==> images/clock_nets.png <==
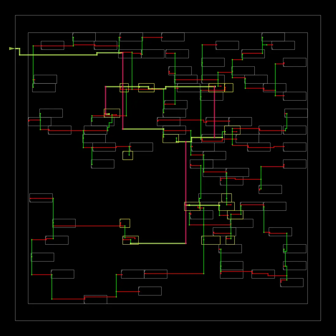
==> images/m4.png <==
(4 px per um) Supply wires on this layer in grey. Cells faint in the background.
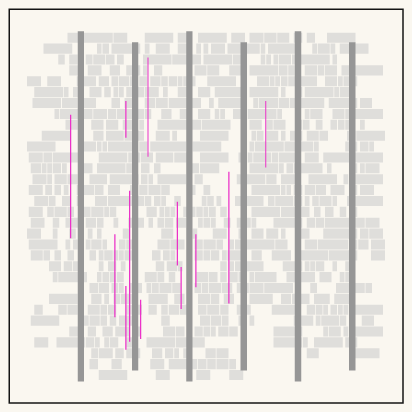
==> images/pinout.png <==
(4 px per um) Pins as bars across the die edge, other pins in grey.
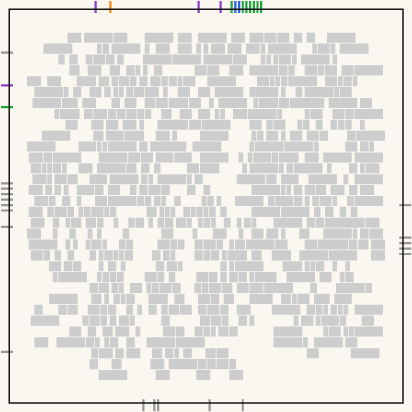
==> images/closeup.png <==
Window x 48 to 98, y 48 to 98 um. Cells in grey, sequential cells in the stronger grey; small squares are vias.
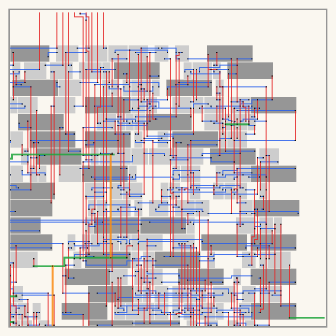
==> config.mk <==
export PLATFORM = sky130hd
export DESIGN_NAME = tmds_channel_decoder
export DESIGN_NICKNAME = d
export VERILOG_FILES = /design/src/rtl/tmds_pkg.sv /design/src/rtl/tmds_symbol_decode.sv /design/src/rtl/tmds_channel_decoder.sv
export SDC_FILE = /design/constraint.sdc
export NUM_CORES = 1
export LEC_CHECK = 0
export CAP_MARGIN = 30
export CORE_MARGIN = 4
export CORE_UTILIZATION = 56
export DETAILED_ROUTE_END_ITERATION = 6
export HOLD_SLACK_MARGIN = 0.15
export PLACE_DENSITY = 0.77
export SYNTH_ARGS = -nofsm -noshare
export SYNTH_HDL_FRONTEND = slang
export SYNTH_SLANG_ARGS = --single-unit
==> constraint.sdc <==
create_clock -name clk_pixel -period 3 [get_ports clk_pixel]
set_clock_uncertainty 0.15 [all_clocks]
set_input_delay 0.75 -clock clk_pixel [delete_from_list [all_inputs] [get_ports clk_pixel]]
set_output_delay 0.75 -clock clk_pixel [all_outputs]
set_load 0.005 [all_outputs]
==> PnR_summary.wiki <==
== Flow metrics ==
{| class="wikitable"
! Metric !! Value
|-
| Number of cells after detailed placement || 671
|-
| Synth Register Bits || 78
|-
| Non-Filler Instances || 687
|-
| Layout net count || 601
|-
| Setup slack of the critical path after layout || 370.1 ps
|-
| Number of nets with antenna violations after detailed routing || 0
|-
| M1 WL || 5033 um
|-
| Cell area after synthesis || 0.004542 sq mm
|-
| Maximum frequency from static timing analysis || 0.3802 GHz
|-
| Cell internal pwr || 1600 uW
|-
| Crit path buf inv count || 1
|-
| Most used logic cell in the final layout || sky130_fd_sc_hd__nor2_1
|-
| Vias in the first global route || 3935
|-
| Overall global routing resource usage || 23.13%
|-
| Number of multi-input combinational cells in the layout || 429
|-
| Dominant flop cell || sky130_fd_sc_hd__dfxtp_1
|-
| Synth mux share || 1.212%
|-
| Post-synthesis share of cell area spent on and, or, nand and nor gates || 27.85%
|-
| Combined area of the multi-input logic cells || 0.002748 sq mm
|-
| Syn_nets || 583
|-
| First-pass detailed-route iteration total || 5
|-
| Number of antenna violations at the first check in global routing || 0
|-
| Standard cell with the maximum stage delay on the critical path || sky130_fd_sc_hd__dfxtp_1
|-
| Minimum hold slack || 311.9 ps
|-
| Clock period minus final worst setup slack || 2630 ps
|-
| GR Layer Usage met2 || 36.02%
|-
| Worst skew pair latency || 360 ps
|-
| Area growth from synthesis to layout || 12.34%
|-
| Cell area power density || 457.3 mW/mm^2
|-
| Count of cell types in the netlist || 77
|-
| Nonclk buf count || 43
|-
| Number of maximum-capacitance constraint violations || 0
|-
| Power in sequential cells || 1150 uW
|-
| Logic power comb || 414 uW
|-
| Largest fanout on the critical path || 19
|-
| Crit start category || register
|-
| Die footprint || 0.009616 sq mm
|-
| Relative slew margins || 45.95%
|-
| Flop pwr share || 49.5%
|-
| Reported leakage power || 0.001792 uW
|-
| Psw || 733.4 uW
|-
| Post-cts repair resize count || 0
|-
| Final GP Congestion || 0.9562
|-
| Final setup vio count || 0
|-
| Relative area of clock buffers and inverters in the final design || 3.703%
|-
| Placed cell area || 0.004913 sq mm
|-
| Unrepaired setup endpoints after global routing || no
|-
| Biggest power consumer among the groups || sequential cells
|-
| Setup CP Type || reg2out
|-
| Number of enable-type register cells in the synthesized netlist || 0
|-
| Gr busiest metal || met2
|-
| Async set-reset flop share out of synthesis || 0%
|-
| Synthesized area per cell || 8.082 sq um
|-
| Most common logic cells in the final layout || sky130_fd_sc_hd__nor2_1 (82), sky130_fd_sc_hd__dfxtp_1 (78), sky130_fd_sc_hd__a21oi_1 (35)
|-
| # diodes || 0
|-
| Delay of the slowest cell on the worst path || 750 ps
|-
| Post-synthesis cell count from yosys || 562
|-
| Status || completed
|-
| Share of the final layout cell area in multi-input gates || 53.85%
|-
| Worst Path Arrival || 1730 ps
|-
| Final design area excluding fillers || 0.005102 sq mm
|-
| Max Root-Sink Buffers || 2
|-
| Warning total across the stage logs || 30
|-
| Largest delay share family, worst path || flip-flops
|-
| TritonCTS clock tree || done
|-
| Root buffer cell || sky130_fd_sc_hd__clkbuf_8
|-
| Rows || 32
|-
| VDD IR-drop max || 0.0002786 V
|-
| Post-synth seq share || 34.38%
|-
| Switching share of total power || 31.43%
|-
| Global-route wire length before repair || 18660 um
|-
| I/O pin count || 34
|-
| Post-CTS setup buffer count || 0
|-
| Top Layer Used || met4
|-
| Pwr Total || 2333 uW
|-
| Cell class with the largest area share || logic gates
|-
| H-tree level count || 3
|-
| Cell type with the highest aggregate area in the netlist || sky130_fd_sc_hd__dfxtp_1
|-
| Clock transition at the registers of the reported paths || 90 ps
|-
| Fp util || 58.17%
|-
| Synth top cells by count || sky130_fd_sc_hd__nor2_1 (82), sky130_fd_sc_hd__dfxtp_1 (78), sky130_fd_sc_hd__a21oi_1 (35)
|-
| Final core utilization || 65.35%
|-
| Violation count after the first detailed-routing iteration || 446
|-
| Adder share || 2.204%
|-
| Fraction of layout instances using a drive strength above 1 || 7.863%
|-
| Synthesized-area fraction occupied by ao, oa, aoi and oai cells || 21.32%
|-
| Count of final max-slew check failures || 0
|-
| Register-to-register path setup slack || 420 ps
|-
| Logic depth of the worst setup path including buffers || 1
|-
| Post-synthesis cell type with the largest instance count || sky130_fd_sc_hd__nor2_1
|}
## Picture notes: clock_nets.png
clock buf count: 9
seq_cells: 78
Clk power: 765 uW
number of clock sinks seen by CTS: 78

## Picture notes: m4.png
longest straight run: 37.4 um
wire length on this layer: 235 um
via count of the routed design: 4184
total routed wirelength: 11180 um

## Picture notes: pinout.png
| colour | port | pins | direction | edge |
|---|---|---|---|---|
| orange | is_terc4 | 1 | output | top |
| purple | terc4_out | 4 | output | 3 top, 1 left |
| green | data_out | 8 | output | 7 top, 1 left |
| blue | ctrl_out | 2 | output | top |
total of buffers placed on input and output ports: 33
Die W: 98.06 um

## Picture notes: closeup.png
| colour | layer |
|---|---|
| red | M2 |
| orange | M4 |
| blue | M1 |
| green | M3 |
sequential cells in the window: 34
most frequent: dfxtp_1 (34), nor2_1 (30), xnor2_1 (12)
cells with their middle in the window: 151

Power figures rest on the tool's default switching activity, not on a simulated workload.
